--- src/rtl/axi_lite_master_pkg.sv ---
// axi_lite_master_pkg.sv - shared AXI4-Lite response codes and master FSM state encoding.
package axi_lite_master_pkg;

    localparam logic [1:0] AXI_RESP_OKAY   = 2'b00;
    localparam logic [1:0] AXI_RESP_EXOKAY = 2'b01;
    localparam logic [1:0] AXI_RESP_SLVERR = 2'b10;
    localparam logic [1:0] AXI_RESP_DECERR = 2'b11;

    typedef enum logic [2:0] {
        ST_IDLE  = 3'd0,
        ST_W_REQ = 3'd1,
        ST_W_RSP = 3'd2,
        ST_R_REQ = 3'd3,
        ST_R_RSP = 3'd4,
        ST_DONE  = 3'd5
    } state_t;

    // States in which a transaction is waiting on the slave.
    function automatic logic state_waiting(input state_t s);
        return (s != ST_IDLE) && (s != ST_DONE);
    endfunction

endpackage

--- src/rtl/axi_lite_master.sv ---
// axi_lite_master.sv - single-outstanding AXI4-Lite initiator for local register commands.
// Optional response timeout is compiled in with `define AXI_MASTER_TIMEOUT_EN.
module axi_lite_master
    import axi_lite_master_pkg::*;
#(
    parameter int ADDR_WIDTH     = 16,
    parameter int TIMEOUT_CYCLES = 1024
) (
    input  logic                  clk,
    input  logic                  rst,
    input  logic                  i_cmd_valid,
    output logic                  o_cmd_ready,
    input  logic                  i_cmd_write,
    input  logic [ADDR_WIDTH-1:0] i_cmd_addr,
    input  logic [31:0]           i_cmd_wdata,
    input  logic [3:0]            i_cmd_wstrb,
    output logic                  o_rsp_valid,
    output logic [1:0]            o_rsp_resp,
    output logic [31:0]           o_rsp_data,
    output logic                  o_rsp_timeout,
    output logic                  o_awvalid,
    output logic [ADDR_WIDTH-1:0] o_awaddr,
    input  logic                  i_awready,
    output logic                  o_wvalid,
    output logic [31:0]           o_wdata,
    output logic [3:0]            o_wstrb,
    input  logic                  i_wready,
    input  logic                  i_bvalid,
    output logic                  o_bready,
    input  logic [1:0]            i_bresp,
    output logic                  o_arvalid,
    output logic [ADDR_WIDTH-1:0] o_araddr,
    input  logic                  i_arready,
    input  logic                  i_rvalid,
    output logic                  o_rready,
    input  logic [1:0]            i_rresp,
    input  logic [31:0]           i_rdata
);

    localparam logic [ADDR_WIDTH-1:0] ADDR_ALIGN_MASK = {{(ADDR_WIDTH-2){1'b1}}, 2'b00};

    state_t                r_state;
    state_t                w_state_norm;
    state_t                w_state_nxt;
    logic                  r_cmd_ready;
    logic                  r_awvalid;
    logic                  r_wvalid;
    logic                  r_bready;
    logic                  r_arvalid;
    logic                  r_rready;
    logic                  r_rsp_valid;
    logic [1:0]            r_rsp_resp;
    logic [31:0]           r_rsp_data;
    logic [ADDR_WIDTH-1:0] r_awaddr;
    logic [ADDR_WIDTH-1:0] r_araddr;
    logic [31:0]           r_wdata;
    logic [3:0]            r_wstrb;

    logic                  w_accept;
    logic                  w_aw_pending;
    logic                  w_w_pending;
    logic                  w_capture;
    logic [1:0]            w_cap_resp;
    logic [31:0]           w_cap_data;
    logic                  w_timeout_fire;
    logic                  w_awvalid_nxt;
    logic                  w_wvalid_nxt;
    logic [ADDR_WIDTH-1:0] w_cmd_addr_aligned;

    assign w_accept           = i_cmd_valid && r_cmd_ready;
    assign w_aw_pending       = r_awvalid && !i_awready;
    assign w_w_pending        = r_wvalid && !i_wready;
    assign w_cmd_addr_aligned = i_cmd_addr & ADDR_ALIGN_MASK;

    // Handshake-driven next state and response capture, before any timeout override.
    always_comb begin
        w_state_norm = r_state;
        w_capture    = 1'b0;
        w_cap_resp   = AXI_RESP_OKAY;
        w_cap_data   = 32'h0000_0000;
        case (r_state)
            ST_IDLE: begin
                if (w_accept) begin
                    if (i_cmd_write) begin
                        w_state_norm = ST_W_REQ;
                    end else begin
                        w_state_norm = ST_R_REQ;
                    end
                end else begin
                    w_state_norm = ST_IDLE;
                end
            end
            ST_W_REQ: begin
                if (!w_aw_pending && !w_w_pending) begin
                    w_state_norm = ST_W_RSP;
                end else begin
                    w_state_norm = ST_W_REQ;
                end
            end
            ST_W_RSP: begin
                if (i_bvalid) begin
                    w_state_norm = ST_DONE;
                    w_capture    = 1'b1;
                    w_cap_resp   = i_bresp;
                end else begin
                    w_state_norm = ST_W_RSP;
                end
            end
            ST_R_REQ: begin
                if (i_arready) begin
                    w_state_norm = ST_R_RSP;
                end else begin
                    w_state_norm = ST_R_REQ;
                end
            end
            ST_R_RSP: begin
                if (i_rvalid) begin
                    w_state_norm = ST_DONE;
                    w_capture    = 1'b1;
                    w_cap_resp   = i_rresp;
                    w_cap_data   = i_rdata;
                end else begin
                    w_state_norm = ST_R_RSP;
                end
            end
            ST_DONE: begin
                w_state_norm = ST_IDLE;
            end
            default: begin
                w_state_norm = ST_IDLE;
            end
        endcase
    end

`ifdef AXI_MASTER_TIMEOUT_EN
    localparam int               TMO_W    = $clog2(TIMEOUT_CYCLES + 1);
    localparam logic [TMO_W-1:0] TMO_LAST = TMO_W'(TIMEOUT_CYCLES - 1);
    localparam logic [TMO_W-1:0] TMO_ONE  = {{(TMO_W-1){1'b0}}, 1'b1};

    logic [TMO_W-1:0] r_tmo_cnt;
    logic             r_rsp_timeout;

    // Expiry is the edge on which the count reaches TIMEOUT_CYCLES; any handshake on that edge takes precedence.
    assign w_timeout_fire = state_waiting(r_state) && (r_tmo_cnt == TMO_LAST) &&
                            (w_state_norm == r_state);

    // Cycles spent waiting on the slave since the command was accepted.
    always_ff @(posedge clk) begin
        if (rst) begin
            r_tmo_cnt <= {TMO_W{1'b0}};
        end else if (w_accept) begin
            r_tmo_cnt <= {TMO_W{1'b0}};
        end else if (state_waiting(r_state)) begin
            r_tmo_cnt <= r_tmo_cnt + TMO_ONE;
        end else begin
            r_tmo_cnt <= r_tmo_cnt;
        end
    end

    // Timeout flag, refreshed together with the other response fields.
    always_ff @(posedge clk) begin
        if (rst) begin
            r_rsp_timeout <= 1'b0;
        end else if (w_state_nxt == ST_DONE) begin
            r_rsp_timeout <= w_timeout_fire;
        end else begin
            r_rsp_timeout <= r_rsp_timeout;
        end
    end

    assign o_rsp_timeout = r_rsp_timeout;
`else
    assign w_timeout_fire = 1'b0;
    assign o_rsp_timeout  = 1'b0;
`endif

    // Final next state and per-channel write valids.
    always_comb begin
        if (w_timeout_fire) begin
            w_state_nxt = ST_DONE;
        end else begin
            w_state_nxt = w_state_norm;
        end
        w_awvalid_nxt = 1'b0;
        w_wvalid_nxt  = 1'b0;
        if (w_state_nxt == ST_W_REQ) begin
            if (r_state == ST_IDLE) begin
                w_awvalid_nxt = 1'b1;
                w_wvalid_nxt  = 1'b1;
            end else begin
                w_awvalid_nxt = w_aw_pending;
                w_wvalid_nxt  = w_w_pending;
            end
        end else begin
            w_awvalid_nxt = 1'b0;
            w_wvalid_nxt  = 1'b0;
        end
    end

    // FSM state register.
    always_ff @(posedge clk) begin
        if (rst) begin
            r_state <= ST_IDLE;
        end else begin
            r_state <= w_state_nxt;
        end
    end

    // Registered handshake outputs, decoded from the state being entered.
    always_ff @(posedge clk) begin
        if (rst) begin
            r_cmd_ready <= 1'b0;
            r_awvalid   <= 1'b0;
            r_wvalid    <= 1'b0;
            r_bready    <= 1'b0;
            r_arvalid   <= 1'b0;
            r_rready    <= 1'b0;
            r_rsp_valid <= 1'b0;
        end else begin
            r_cmd_ready <= (w_state_nxt == ST_IDLE);
            r_awvalid   <= w_awvalid_nxt;
            r_wvalid    <= w_wvalid_nxt;
            r_bready    <= (w_state_nxt == ST_W_RSP);
            r_arvalid   <= (w_state_nxt == ST_R_REQ);
            r_rready    <= (w_state_nxt == ST_R_RSP);
            r_rsp_valid <= (w_state_nxt == ST_DONE);
        end
    end

    // Command latch; fields stay stable for the whole transaction.
    always_ff @(posedge clk) begin
        if (rst) begin
            r_awaddr <= {ADDR_WIDTH{1'b0}};
            r_araddr <= {ADDR_WIDTH{1'b0}};
            r_wdata  <= 32'h0000_0000;
            r_wstrb  <= 4'h0;
        end else if (w_accept && i_cmd_write) begin
            r_awaddr <= w_cmd_addr_aligned;
            r_wdata  <= i_cmd_wdata;
            r_wstrb  <= i_cmd_wstrb;
        end else if (w_accept) begin
            r_araddr <= w_cmd_addr_aligned;
        end else begin
            r_awaddr <= r_awaddr;
            r_araddr <= r_araddr;
            r_wdata  <= r_wdata;
            r_wstrb  <= r_wstrb;
        end
    end

    // Response fields hold until the next completion.
    always_ff @(posedge clk) begin
        if (rst) begin
            r_rsp_resp <= AXI_RESP_OKAY;
            r_rsp_data <= 32'h0000_0000;
        end else if (w_timeout_fire) begin
            r_rsp_resp <= AXI_RESP_SLVERR;
            r_rsp_data <= 32'h0000_0000;
        end else if (w_capture) begin
            r_rsp_resp <= w_cap_resp;
            r_rsp_data <= w_cap_data;
        end else begin
            r_rsp_resp <= r_rsp_resp;
            r_rsp_data <= r_rsp_data;
        end
    end

    assign o_cmd_ready = r_cmd_ready;
    assign o_rsp_valid = r_rsp_valid;
    assign o_rsp_resp  = r_rsp_resp;
    assign o_rsp_data  = r_rsp_data;
    assign o_awvalid   = r_awvalid;
    assign o_awaddr    = r_awaddr;
    assign o_wvalid    = r_wvalid;
    assign o_wdata     = r_wdata;
    assign o_wstrb     = r_wstrb;
    assign o_bready    = r_bready;
    assign o_arvalid   = r_arvalid;
    assign o_araddr    = r_araddr;
    assign o_rready    = r_rready;

endmodule
--- config.mk ---
export PLATFORM = sky130hd
export DESIGN_NAME = axi_lite_master
export DESIGN_NICKNAME = d
export VERILOG_FILES = /design/src/rtl/axi_lite_master_pkg.sv /design/src/rtl/axi_lite_master.sv
export SDC_FILE = /design/constraint.sdc
export NUM_CORES = 1
export LEC_CHECK = 0
export CORE_ASPECT_RATIO = 0.7
export CORE_UTILIZATION = 35
export DETAILED_ROUTE_END_ITERATION = 12
export PLACE_DENSITY = 0.76
export SYNTH_ARGS = -nofsm -noshare
export SYNTH_HDL_FRONTEND = slang
export SYNTH_SLANG_ARGS = --single-unit
--- constraint.sdc ---
create_clock -name clk -period 1.46 [get_ports clk]
set_clock_uncertainty 0.05 [all_clocks]
set_input_delay 0.292 -clock clk [delete_from_list [all_inputs] [get_ports clk]]
set_output_delay 0.292 -clock clk [all_outputs]
set_load 0.02 [all_outputs]
==> results.sh <==
# source this file to load flow results
export IMPL_cts_made_buffers=9
export IMPL_r2r_start="r_state[2]$_SDFF_PP0_"
export IMPL_place_congestion=0.759
export IMPL_worst_hold_slack_ps=310
export IMPL_cts_tree="done"
export IMPL_dp_hpwl_um=8080
export IMPL_finalPower_mw=7.86
export IMPL_globalRouteTotalUtil=0.188
export IMPL_finalCritPeriodShare=1.08
export IMPL_p_sw_mw=2.25
export IMPL_ys_ff=108
export IMPL_min_from="rst"
export IMPL_seqPwrFrac=0.422
export IMPL_h_tree_depth=3
export IMPL_crit_arrival_ps=1810
export IMPL_synth_area_per_cell_um2=8.51
export IMPL_yosysTopAreaCell="dfxtp_1"
export IMPL_setup_violations_final=8
export IMPL_finalSetupTns_ps=-686
export IMPL_root_buffer="clkbuf_16"
export IMPL_p_clk_frac=0.319
export IMPL_fp_dieW_um=127
export IMPL_edf_count=0
export IMPL_fillers=925
export IMPL_min_period_ps=1580
export IMPL_leakage_nw=2.80
export IMPL_pin_count=207
export IMPL_cp_max_fo=7
export IMPL_port_buffers=199
export IMPL_drc_errors=0
export IMPL_crit_type="reg2reg"
export IMPL_diodes=0
export IMPL_first_global_vias=3417
export IMPL_ys_chip_area_um2=3840
export IMPL_vias=3823
export IMPL_rows=31
export IMPL_async_reset_ff_frac=0
export IMPL_grt_pass1_wl_um=16900
export IMPL_crit_start="r_state[2]$_SDFF_PP0_"
export IMPL_stdcell_area_um2=6360
export IMPL_switching_share=0.286
export IMPL_power_density_nw_per_um2=1240
export IMPL_nets=748
export IMPL_end_kind="register"
export IMPL_viasPerCell=4.76
export IMPL_fmaxAchievable_mhz=632
export IMPL_warning_count=31
export IMPL_path_clk_slew_ps=70
export IMPL_ff_type="dfxtp_1"
export IMPL_rsz0062_at_grt="true"
export IMPL_ir_worst_vdd_v=0.000739
export IMPL_wl_per_cell_um=14.3
export IMPL_synth_seq_share=0.563
export IMPL_initCoreUtil=0.365
export IMPL_yosysWarnings=0
export IMPL_hold_buffers=0
export IMPL_netlist_area_um2=3840
export IMPL_top_area_frac=0.563
export IMPL_clk_latency_ps=330
export IMPL_cap_violations=0
export IMPL_gr_total_overflow=0
export IMPL_status="finished, violations left"
export IMPL_internal_power_mw=5.62
export IMPL_yosys_top_cells_area="dfxtp_1 (56%), nand2_1 (13%), a21oi_1 (8.7%)"
export IMPL_drv_slew=0
export IMPL_clkSinkCount=108
export IMPL_postLayoutSetupSlackWorst_ps=-122
export IMPL_netlist_instances=451
export IMPL_rrSetupSlack_ps=-120
export IMPL_failed_checks="negative setup slack"
export IMPL_ctsLongestPathBuffers=2
export IMPL_min_delay_path_class="in2reg"
[kinds of logic (layout without fill, tap and decap cells)]
family          count (synthesis)  count (layout)  share of synthesized area
buf+inv                        41             241                     0.0482
other cells                     1               5                   0.000977
compound gates                107             107                      0.171
mux                             1               1                    0.00293
flops                         108             108                      0.563
simple gates                  193             193                      0.213
[critical path, cell delays in order (launching register included)]
cell and delay (ps):
dfxtp_2 340, and4bb_2 250, or2_4 260, a311oi_4 300, buf_6 180, and3b_1 160
[layer usage]
layer,vias up,part of all wire,GRT usage
met4,0,0.0074,0.0444
li1,1892,-,-
met5,-,0,0
met1,1794,0.44,0.234
met3,9,0.077,0.0640
met2,128,0.48,0.318
[path summary, 6_finish.rpt]
check	endpoint	depth (start not counted)
max reg2reg	o_rready$_SDFF_PP0_	5
max	o_rready$_SDFF_PP0_	5
min reg2reg	o_wdata[7]$_SDFFE_PP0P_	2
min	r_state[1]$_SDFF_PP0_	3
[power by group through the flow]
stage | combinational, mW | sequential [mW] | clock [mW]
final | 2.04 | 3.32 | 2.51
after global routing | 2.18 | 3.35 | 2.69
after CTS | 1.90 | 3.32 | 2.57
after detailed placement | 2.01 | 3.39 | 0
after global placement | 1.97 | 3.38 | 0
after floorplan | 0.747 | 3.65 | 0
[sequential cells by signal, summed over array words and instances (netlist names)]
signal	count
o_cmd_ready	1
o_rsp_resp	2
o_wvalid	1
o_bready	1
o_rready	1
o_wdata	32
o_arvalid	1
o_awaddr	14
o_rsp_data	32
o_rsp_valid	1
r_state	3
o_wstrb	4
o_araddr	14
o_awvalid	1
[placed cells by master (no fill, tap or decap), drive strengths merged, types with 2 or more instances in the layout]
master         instances
nand2                134
dfxtp                108
dlygate4sd2          105
clkdlybuf4s50         92
a21oi                 67
nor2                  38
a22oi                 34
buf                   25
clkbuf                12
conb                   5
nand2b                 3
and3b                  2
nand3b                 2
or3                    2
inv                    2
clkinv                 2
bufinv                 2
and4bb                 2
a2111oi                2
[through the flow]
step,cells,setup slack [ps]
finish,803,-122
detailed placement,784,-507
global route,803,-169
floorplan,455,-119
global placement,784,-454
CTS,800,-81.3
[Yosys cell counts (2+ instances only)]
cell	count
buf_4	5
and3b_1	2
clkbuf_1	28
dfxtp_1	108
a22oi_1	34
buf_2	4
nand3b_1	2
a2111oi_0	2
a21oi_1	67
inv_1	2
nand2_1	134
nand2b_1	3
or3_1	2
nor2_1	37
[repair_timing]
item / in CTS / in global routing
gates cloned: 0 / 1
setup buffers: 1 / 2
pin swaps: 5 / 6
setup endpoints to repair: 117 / 24
resized: 110 / 10
[layout make-up]
| type | count | area, um^2 | area share |
|---|---|---|---|
| inverters | 2 | 7.51 | 0.00118 |
| well taps | 148 | 185 | 0.0291 |
| multi-input cells | 306 | 1550 | 0.244 |
| clock buffers | 10 | 229 | 0.0360 |
| flip-flops and latches | 108 | 2170 | 0.340 |
| clock inverters | 5 | 77.6 | 0.0122 |
| repair buffers | 224 | 2140 | 0.337 |
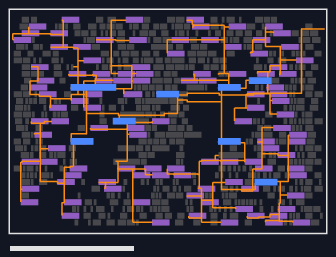
*Routed clock nets over the placement*
Bar = 50 um.
orange -> clock wires  # length 1,190 um
purple -> flip-flops  # count 108
blue -> clock-net drivers  # count 9
flops lie = spread over the die
routed clock nets = 10

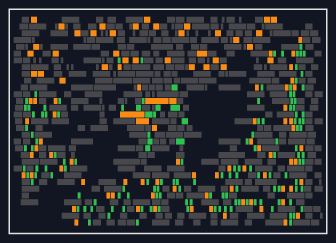
*Gate families picked out*
green -> nand cells  # cells 143, most used nand2_1
orange -> aoi and oai cells  # cells 105, most used a21oi_1, where spread over the die

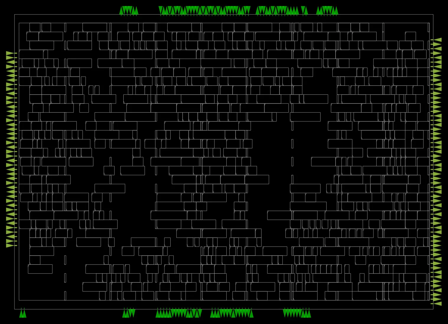
*Placement view*
utilization after layout: 0.605
area of the core: 10,500 um^2

